==> run_1/pdn.png <==
Pins as bars on the die edge.
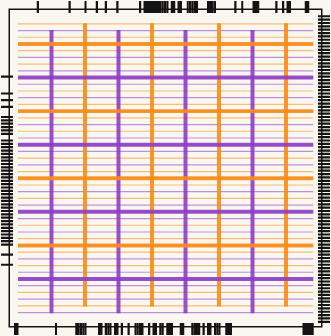
==> run_1/cell_classes.png <==
Scale bar: 50 µm.
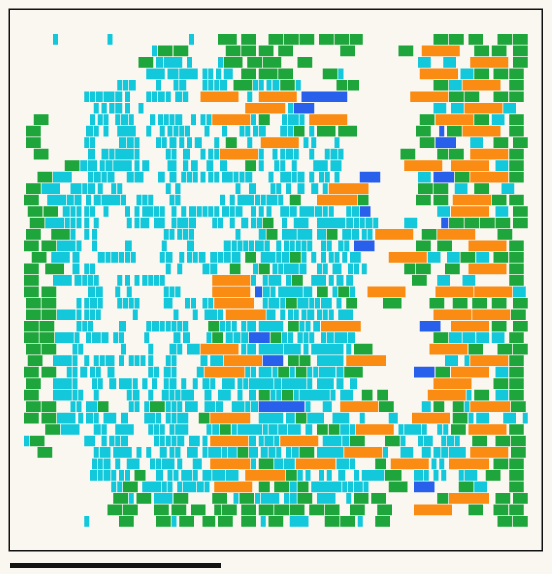
==> run_1/clock_map.png <==
Scale bar: 50 µm.
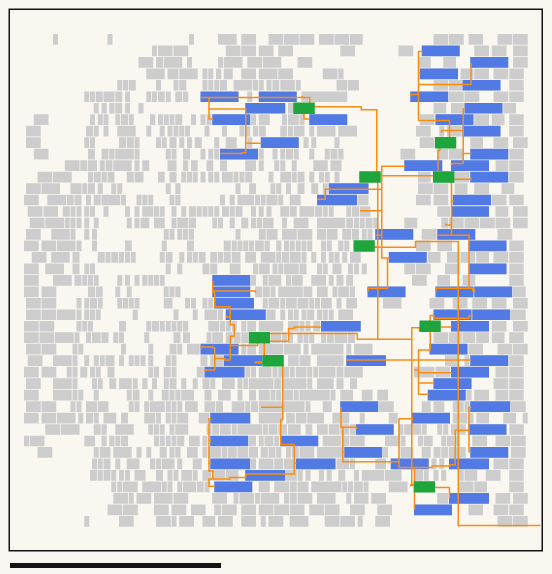
`src/rtl/fetch_unit.sv`:
```
// Instruction fetch stage: holds the PC, issues one request at a time to instruction memory, and holds the word until decode retires it.
// Optional FETCH_ALIGN_CHECK_EN: a misaligned retire target raises sticky fetch_misaligned and parks the FSM in FAULT.
module fetch_unit #(
  parameter logic [31:0] RESET_PC  = 32'h0000_0000,
  parameter logic [31:0] NOP_INSTR = 32'h0000_0013
) (
  input  logic        clk,
  input  logic        rst_n,
  output logic        imem_req_valid,
  input  logic        imem_req_ready,
  output logic [31:0] imem_addr,
  input  logic        imem_rsp_valid,
  input  logic [31:0] imem_rdata,
  input  logic        stall,
  input  logic        PCSrc,
  input  logic [31:0] ImmExt,
  output logic        instr_valid,
  output logic [31:0] instr,
  output logic [31:0] pc,
  output logic [31:0] pc_plus4,
  output logic [6:0]  op,
  output logic [2:0]  funct3,
  output logic        funct7,
  output logic [4:0]  rd,
  output logic [4:0]  rs1,
  output logic [4:0]  rs2,
  output logic        fetch_misaligned
);

  localparam logic [2:0] S_IDLE  = 3'd0;
  localparam logic [2:0] S_REQ   = 3'd1;
  localparam logic [2:0] S_WAIT  = 3'd2;
  localparam logic [2:0] S_HOLD  = 3'd3;
  localparam logic [2:0] S_FAULT = 3'd4;

  logic [2:0]  state_q, state_d;
  logic [31:0] pc_q, pc_d;
  logic [31:0] instr_q, instr_d;
  logic        instr_valid_q, instr_valid_d;
  logic [31:0] next_pc_raw;

  // PCSrc/ImmExt only matter in the HOLD cycle that retires; elsewhere this value is discarded.
  assign next_pc_raw = PCSrc ? (pc_q + ImmExt) : (pc_q + 32'd4);

`ifdef FETCH_ALIGN_CHECK_EN
  logic misaligned_q, misaligned_d;
  logic target_misaligned;
  assign target_misaligned = |next_pc_raw[1:0];
`else
  logic unused_next_pc_low;
  assign unused_next_pc_low = ^next_pc_raw[1:0];
`endif

  always_comb begin
    // NOTE: every signal written here gets a default first, so no path can leave it unassigned and infer a latch.
    state_d       = state_q;
    pc_d          = pc_q;
    instr_d       = instr_q;
    instr_valid_d = instr_valid_q;
`ifdef FETCH_ALIGN_CHECK_EN
    misaligned_d  = misaligned_q;
`endif
    case (state_q)
      S_IDLE: state_d = S_REQ;
      S_REQ: begin
        if (imem_req_ready) state_d = S_WAIT;
      end
      S_WAIT: begin
        if (imem_rsp_valid) begin
          instr_d       = imem_rdata;
          instr_valid_d = 1'b1;
          state_d       = S_HOLD;
        end
      end
      S_HOLD: begin
        if (!stall) begin
          instr_d       = NOP_INSTR;
          instr_valid_d = 1'b0;
`ifdef FETCH_ALIGN_CHECK_EN
          if (target_misaligned) begin
            misaligned_d = 1'b1;
            state_d      = S_FAULT;
          end else begin
            pc_d    = next_pc_raw;
            state_d = S_REQ;
          end
`else
          pc_d    = {next_pc_raw[31:2], 2'b00};
          state_d = S_REQ;
`endif
        end
      end
      S_FAULT: state_d = S_FAULT;
      default: state_d = S_IDLE;
    endcase
  end

  always_ff @(posedge clk or negedge rst_n) begin
    if (!rst_n) begin
      state_q       <= S_IDLE;
      pc_q          <= RESET_PC;
      instr_q       <= NOP_INSTR;
      instr_valid_q <= 1'b0;
    end else begin
      // NOTE: non-blocking assignments so every flop samples the pre-edge values regardless of statement order.
      state_q       <= state_d;
      pc_q          <= pc_d;
      instr_q       <= instr_d;
      instr_valid_q <= instr_valid_d;
    end
  end

`ifdef FETCH_ALIGN_CHECK_EN
  always_ff @(posedge clk or negedge rst_n) begin
    if (!rst_n) misaligned_q <= 1'b0;
    else        misaligned_q <= misaligned_d;
  end
  assign fetch_misaligned = misaligned_q;
`else
  assign fetch_misaligned = 1'b0;
`endif

  // Request valid is a pure state decode: no input reaches it combinationally.
  assign imem_req_valid = (state_q == S_REQ);
  assign imem_addr      = pc_q;
  assign pc             = pc_q;
  assign pc_plus4       = pc_q + 32'd4;
  assign instr_valid    = instr_valid_q;
  assign instr          = instr_q;
  assign op             = instr_q[6:0];
  assign funct3         = instr_q[14:12];
  assign funct7         = instr_q[30];
  assign rd             = instr_q[11:7];
  assign rs1            = instr_q[19:15];
  assign rs2            = instr_q[24:20];

  a_addr_stable: assert property (@(posedge clk) disable iff (!rst_n)
    (imem_req_valid && !imem_req_ready) |=> (imem_req_valid && $stable(imem_addr)));

  a_valid_in_hold: assert property (@(posedge clk) disable iff (!rst_n)
    instr_valid_q == (state_q == S_HOLD));

endmodule

```
`config.mk`:
```
export PLATFORM = sky130hd
export DESIGN_NAME = fetch_unit
export DESIGN_NICKNAME = d
export VERILOG_FILES = /design/src/rtl/fetch_unit.sv
export SDC_FILE = /design/constraint.sdc
export NUM_CORES = 1
export LEC_CHECK = 0
export ABC_AREA = 1
export CAP_MARGIN = 20
export CORE_AREA = 3 3 123 125
export CTS_BUF_LIST = sky130_fd_sc_hd__clkbuf_8
export CTS_CLUSTER_SIZE = 28
export DETAILED_ROUTE_END_ITERATION = 6
export DIE_AREA = 0 0 126 128
export PLACE_DENSITY = 0.83
export SLEW_MARGIN = 20
export SYNTH_ARGS = -nofsm -noshare
export SYNTH_HDL_FRONTEND = slang
export SYNTH_SLANG_ARGS = --single-unit
export TNS_END_PERCENT = 100
```
`constraint.sdc`:
```
create_clock -name clk -period 2.9 [get_ports clk]
set_clock_uncertainty 0.05 [all_clocks]
set_input_delay 0.58 -clock clk [delete_from_list [all_inputs] [get_ports clk]]
set_output_delay 0.58 -clock clk [all_outputs]
set_load 0.01 [all_outputs]
```
==> flow_summary.toml, run 1 <==
# yosys + openroad results
[sta]
setup_viol = 2
finalWorstSetupSlack_ns = -0.0619
max_freq_mhz = 338
slew_viol_final = 0

[yosys]
ys_sh_simple_pct = 34.2
yosys.stat.seqShare_pct = 26.7
mux_share_pct = 0
synth.top_cells.by_count = "284 x nand2_1, 120 x inv_1, 66 x buf_4"
top_area_cell = "dfrtp_1"
edf_count = 0
synthAoiAreaFrac_pct = 12.5

[detailed_routing]
routed-wl-met2_um = 11100
drc = 0
drt_first_pass_iters = 5
wire_per_inst_um = 16.9
ant_nets = 0
first_iter_violations = 521

[floorplanning]
die_w_um = 126
die_area_mm2 = 0.0161
die_h_um = 128
ios = 227
std_cell_rows = 43

[clock_tree]
cts.sinks = 66
max-clock-path-buffers = 2
ctsHtreeMaxLevel = 3
clock_latency_ns = 0.35
numCtsBuffers = 9
cts-root-buf = "clkbuf_8"
clkTransAtPathRegs_ns = 0.07

[status]
outcome = "finished with violations"
failed_checks = "negative setup slack"

[job]
warnings = 30
cap_violations = 0

[setup_path]
critPathArrivalTime_ns = 2.33
crit_type = "reg2out"
worstReg2RegEnd = "imem_addr[28]"
cp_common_cell = "nand2_1"
crit_chain = "nand2_1 -> nor2_1 -> nand2_1 -> nor3_2 -> nand2_1 -> nand2_1 -> clkdlybuf4s50_1"
crit_slowest_cell = "clkdlybuf4s50_1"
endpoint = "pc_plus4[17]"
cp_top_family = "simple AND/OR/NAND/NOR gates"
reg2reg_from = "imem_addr[2]"

[global_routing]
grt_pass1_wl_um = 33300
antenna_found_initial = 0
grt_max_degree = 40

[finish]
nets = 1229
finish.instance_area_mm2 = 0.00883
drive_gt1_share_pct = 12.1
layout_top_cell = "nand2_1"
fill_cells = 1235

[power]
ir_drop_uv = 469
p_sw_share_pct = 47.1
combPwrFrac_pct = 72.3
pwr-share-clk_pct = 8.7
total_power_mw = 9.78

[place]
place_hpwl_um = 17400

[hold_path]
hold_path.class = "in2async"
About pdn.png:
| color | net |
|---|---|
| purple | VSS |
| orange | VDD |
met4 straps: 8
met1 rails: 44
signal pins: 227
rows: 43
met5 straps: 8

About cell_classes.png:
| color | class | cells | share of their area |
|---|---|---|---|
| orange | flops | 66 | 19% |
| green | other buffers and delay cells | 267 | 30% |
| blue | clock drivers and dummy loads | 16 | 2.5% |
| cyan | all other logic | 784 | 48% |

About clock_map.png:
[blue] flip-flops | count: 66
[green] cells driving clock nets | count: 9
[orange] clock wires | length: 916 µm
routed clock nets: 10

==> run 1: cell type report <==
| type | count | area [µm²] | area share (%) |
|---|---|---|---|
| clock buffer | 10 | 138 | 1.56 |
| clock inverter | 6 | 81.3 | 0.921 |
| inverter | 127 | 477 | 5.40 |
| multi-input combinational | 657 | 3660 | 41.5 |
| sequential | 66 | 1670 | 18.9 |
| tap | 180 | 225 | 2.55 |
| timing repair buffer | 267 | 2580 | 29.2 |
==> run 1: cells by family after synthesis <==
logic type	count (synthesis)
and+or+nand+nor	473
buffers and inverters	208
AOI/OAI and AO/OA	122
DFF	66
adders and majority gates	31
xor gates and xnor gates	24
other	1
==> run 1: repair_timing <==
| item | in CTS | in global routing |
|---|---|---|
| gates resized | 24 | 31 |
| pin swaps | 4 | 7 |
| setup buffers | 9 | 13 |
| endpoints found under the hold margin | 0 | 0 |
| setup endpoints to repair | 22 | 18 |
==> run 1: power by group through the flow <==
stage	Combinational (mW)	Clock, mW	Sequential, mW
final	7.07	0.854	1.86
after global routing	7.69	0.911	1.91
after CTS	6.91	0.868	1.85
after detailed placement	6.73	0	1.88
after global placement	6.65	0	1.87
after floorplan	3.80	0	2.01
==> run 1: through the flow <==
stage,cells,utilization (%),setup TNS [ns]
2_1_floorplan,931,-,0
3_3_place_gp,1275,59.1,0
3_5_place_dp,1275,59.1,0
4_1_cts,1300,61.6,-0.0196
5_1_grt,1313,63.1,-0.421
6_report,1313,63.1,-0.0700
==> run 1: metal layers <==
layer  track usage [%]  up-vias
met4              8.08        0
met3              4.46       38
li1                  -     3313
met1              31.7     3143
met5                 0        -
met2              47.4      395
==> run 1: flip-flops by register name (all words and copies together) (netlist names) <==
name         flops
instr_valid      1
instr           32
state_q          3
imem_addr       30
==> inputs of run 2 (changes only) <==
Settings changed: CELL_PAD_IN_SITES_DETAIL_PLACEMENT set to 0, CELL_PAD_IN_SITES_GLOBAL_PLACEMENT set to 1, CORE_AREA 3 3 123 125 to 3 3 144 146, DIE_AREA 0 0 126 128 to 0 0 147 149, PLACE_DENSITY 0.83 to 0.87.
Clock period 2.9 ns to 3.2 ns, I/O delays scaled along.
==> run_2/cell_classes.png <==
Scale bar: 50 µm.
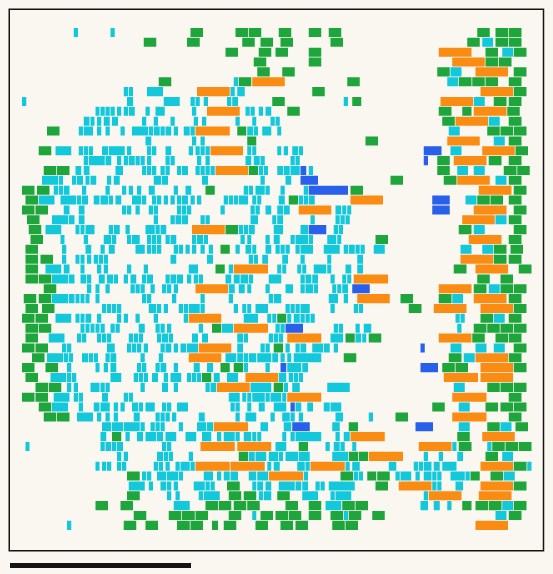
row count: 51
final core occ: 44.0%

==> run_2/metal_stack.png <==
Only two layers are drawn.
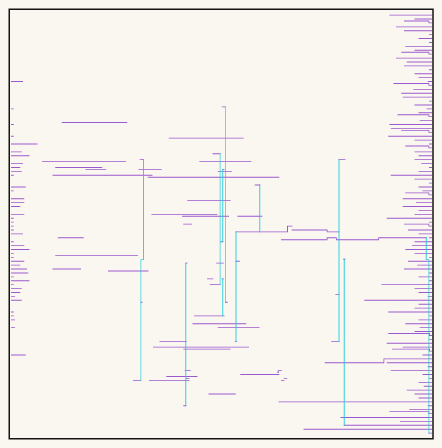
| color | layer | wire length |
|---|---|---|
| cyan | met4 | 523 µm |
| purple | met3 | 1640 µm |

==> flow_summary.toml, run 2 <==
# yosys + openroad results
[power]
power.group.top = "combinational logic"
comb-power_mw = 6.10
seq_cell_power_mw = 1.74
p_sw_share_pct = 47.5
clk-power_uw = 698

[global_routing]
grt_max_degree = 40
antenna_found_initial = 0
gr-usage-met1_pct = 24.6
met2_usage_pct = 35.2
grt_pass1_wl_um = 34100
use_met3_pct = 3.37

[finish]
nets = 1205
fill_cells = 2045
largest_reg_flops = 32
layout_top_cell = "nand2_1"

[hold_path]
hold_path.class = "in2async"

[floorplanning]
ios = 227

[sta]
setup_viol = 0
tns_ns = 0
slew_viol_final = 0
max_freq_mhz = 322

[setup_path]
crit_chain = "nand2_1 -> nor3_2 -> nand2_1 -> nor2_1 -> xor2_1 -> clkdlybuf4s50_1"
reg2reg_from = "imem_addr[2]"
cp_common_cell = "nand2_1"
cp_top_family = "simple AND/OR/NAND/NOR gates"
crit_slowest_cell = "clkdlybuf4s50_1"
crit_type = "reg2out"

[yosys]
synth.top_cells.by_count = "284 x nand2_1, 120 x inv_1, 66 x buf_4"
edf_count = 0
top_area_cell = "dfrtp_1"
ys_sh_simple_pct = 34.2

[detailed_routing]
drt_first_pass_iters = 5
first_iter_violations = 267
wire_per_inst_um = 16.1
ant_nets = 0

[clock_tree]
cts.sinks = 66
clock_latency_ns = 0.35
numCtsBuffers = 9
cts-root-buf = "clkbuf_8"
ctsHtreeMaxLevel = 3
clkTransAtPathRegs_ns = 0.07

[place]
port-buffer-count = 217
place_hpwl_um = 18300

[status]
outcome = "finished, final reports clean"
==> run_2/pdn.png <==
Pins as bars on the die edge.
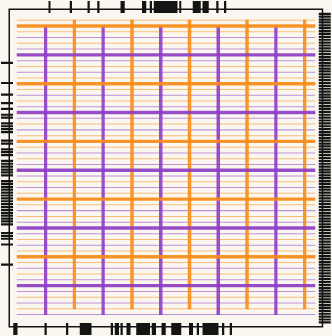
Core ar.: 0.0195 mm²
Die W: 147 µm
Peak VDD IR: 345 µV
Die H: 149 µm

-- run 2: cell counts after synthesis --
No cell type changed its count.
-- run 2: per-layer routing --
layer  routed length (µm)  vias up
li1                     -     3263
met1                 9390     2969
met2                10600      250
met3                 1640       26
met4                  523        0
met5                    0        -
-- run 2: worst register-to-register path, delay by kind of cell (launching register included) --
family / cells / cell delay (ns)
simple gates: 12 / 1.12
fa+ha+maj: 2 / 0.63
flops: 1 / 0.44
buf+inv: 1 / 0.15
-- run 2: per-stage QoR --
step / cells / cell area, µm² / utilization (%) / setup slack, ns / power, mW
global route: 1374 / 8590 / 44.0 / 0.00390 / 9.28
detailed placement: 1355 / 8340 / 42.7 / 0.232 / 7.80
CTS: 1371 / 8530 / 43.7 / 0.00131 / 8.55
floorplan: 931 / 6230 / - / 0.931 / 5.27
global placement: 1355 / 8340 / 42.7 / 0.243 / 7.75
finish: 1374 / 8590 / 44.0 / 0.0914 / 8.54
-- run 2: worst paths after layout --
path                                      end  slack, ns  depth (start not counted)
worst min-delay path             imem_addr[7]       0.32                          1
worst max-delay path             pc_plus4[16]       0.09                          6
worst min register to register    instr_valid       0.44                          2
min in group clk                  instr_valid       0.44                          2
worst max register to register  imem_addr[28]       0.69                         15
max in group asynchronous           instr[21]       1.95                          2
-- run 2: area by class of cell --
cell class,instances,area [µm²],area share [%]
tap,265,332,3.86
clock buffer,10,138,1.60
timing repair buffer,243,2360,27.5
multi-input combinational,657,3550,41.4
inverter,127,477,5.55
sequential,66,1670,19.5
clock inverter,6,51.3,0.597
-- run 2: what timing repair did --
action / CTS / global route
resized: 5 / 14
hold buffers: 0 / 0
setup buffers: 0 / 3
setup endpoints to repair: 6 / 16
==> inputs of run 3 (changes only) <==
Settings changed: CORE_AREA 3 3 144 146 to 3 3 132 159, DIE_AREA 0 0 147 149 to 0 0 135 162, MAX_ROUTING_LAYER set to met4.
==> run_3/pdn.png <==
Pins as bars on the die edge.
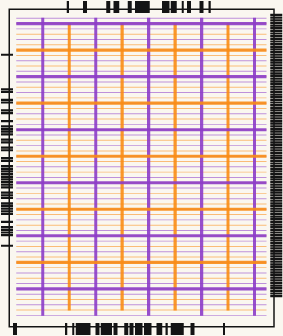
| color | net |
|---|---|
| purple | VSS |
| orange | VDD |
rows: 56
met1 rails: 57
signal pins: 227

==> run_3/clock_map.png <==
Scale bar: 50 µm.
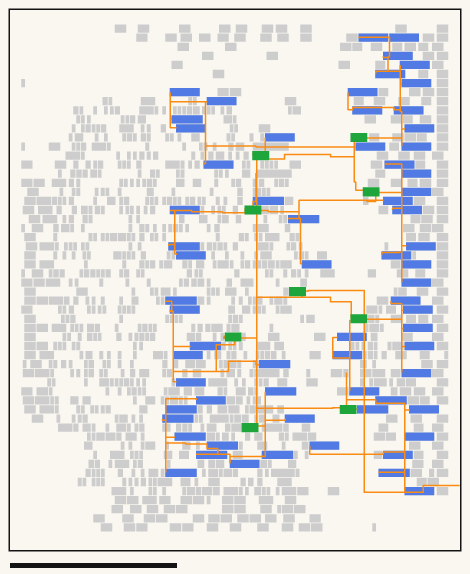
[green] cells driving clock nets | count: 9
[orange] clock wires | length: 1050 µm
[blue] flip-flops | count: 66
routed clock nets: 10

==> flow_summary.toml, run 3 <==
# yosys + openroad results
[status]
outcome = "finished, final reports clean"

[yosys]
mux_share_pct = 0
yosys.stat.seqShare_pct = 26.7
ys_sh_simple_pct = 34.2
synthAoiAreaFrac_pct = 12.5
top_area_cell = "dfrtp_1"
edf_count = 0

[clock_tree]
numCtsBuffers = 9
cts_hold_buffers = 0
cts.sinks = 66
clkTransAtPathRegs_ns = 0.08
max-clock-path-buffers = 2
cts-root-buf = "clkbuf_8"
clock_latency_ns = 0.36

[floorplanning]
die_area_mm2 = 0.0219
core_area_mm2 = 0.0195
tapCellCount = 261
die_w_um = 135

[finish]
clkbuf_count = 9
num-multi-input-gates = 657
layout_top_cell = "nand2_1"
largest_reg_flops = 32
fill_cells = 2050
sh_seq_area_pct = 19.5
logic_area_mm2 = 0.00356
nets = 1205
comb_share_pct = 41.3
finalNonFillerCells = 1369
ff_count = 66
buf_share_pct = 27.5

[detailed_routing]
ant_nets = 0
drt_first_pass_iters = 5
first_iter_violations = 279

[place]
place_hpwl_um = 18000
port-buffer-count = 217
dp_cells = 1350
placed_area_mm2 = 0.00832

[global_routing]
grt_pass1_wl_um = 34100
antenna_found_initial = 0

[sta]
setup_viol = 0
tns_ns = 0
max_freq_mhz = 323
slew_viol_final = 0

[power]
pwr-share-clk_pct = 8.9
combPwrFrac_pct = 70.9
ir_drop_uv = 411

[setup_path]
crit_chain = "ha_1 -> nand3_1 -> inv_1 -> nand2_1 -> xor2_1 -> clkdlybuf4s50_1"
critPathArrivalTime_ns = 2.41
cp_top_family = "buffers and inverters"
rrSetupSlack_ns = 0.67

[job]
cap_violations = 0
warnings = 28
==> run_3/metal_stack.png <==
Only two layers are drawn.
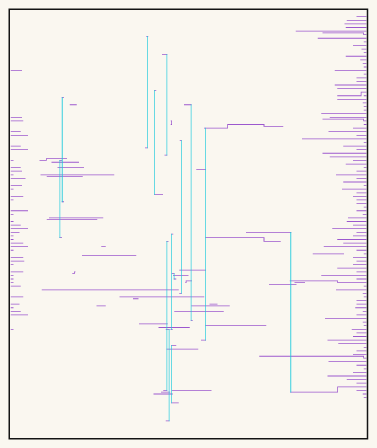
| color | layer | wire length |
|---|---|---|
| cyan | met4 | 620 µm |
| purple | met3 | 1370 µm |

-- run 3: netlist changes by cell type in the layout (fill, tap and decap cells not counted), sizes merged --
cell and change:
clkinvlp +1, clkdlybuf4s50 -1, inv -3, bufinv +1
dlymetal6s2s +1, clkbuf -1, clkinv +1
-- run 3: stage by stage --
stage | worst slack, ns | hold WS, ns | power (mW) | utilization [%]
6_report | 0.103 | 0.133 | 8.59 | 44.0
2_1_floorplan | 0.931 | 0.294 | 5.27 | -
5_1_grt | 0.00747 | 0.125 | 9.33 | 44.0
3_3_place_gp | 0.220 | 0.419 | 7.73 | 42.6
3_5_place_dp | 0.217 | 0.429 | 7.78 | 42.6
4_1_cts | 0.0111 | 0.110 | 8.60 | 43.7
-- run 3: worst paths after layout --
| path | startpoint | to | cells after the start |
|---|---|---|---|
| worst max register to register | imem_addr[2] | imem_addr[28] | 15 |
| worst max-delay path | imem_addr[2] | pc_plus4[10] | 6 |
| worst min register to register | instr_valid | instr_valid | 2 |
| min in group clk | instr_valid | instr_valid | 2 |
| max in group asynchronous | rst_n | imem_addr[25] | 2 |
| worst min-delay path | rst_n | instr[10] | 1 |
-- run 3: power by group through the flow --
stage / sequential, mW / clock, mW / combinational (mW)
floorplan: 1.82 / 0 / 3.44
global placement: 1.75 / 0 / 5.98
detailed placement: 1.76 / 0 / 6.02
CTS: 1.75 / 0.798 / 6.05
global route: 1.79 / 0.835 / 6.71
finish: 1.73 / 0.768 / 6.09
-- run 3: what timing repair did --
action	4_1_cts	5_1_grt
resized	5	16
setup endpoints to repair	1	12
buffers inserted	0	4
-- run 3: metal layers --
layer	track usage, %	wire length, µm
met5	-	0
met3	2.97	1370
met2	36.3	11000
met1	23.4	8840
met4	6.87	619
Power figures rest on the tool's default switching activity, not on a simulated workload.
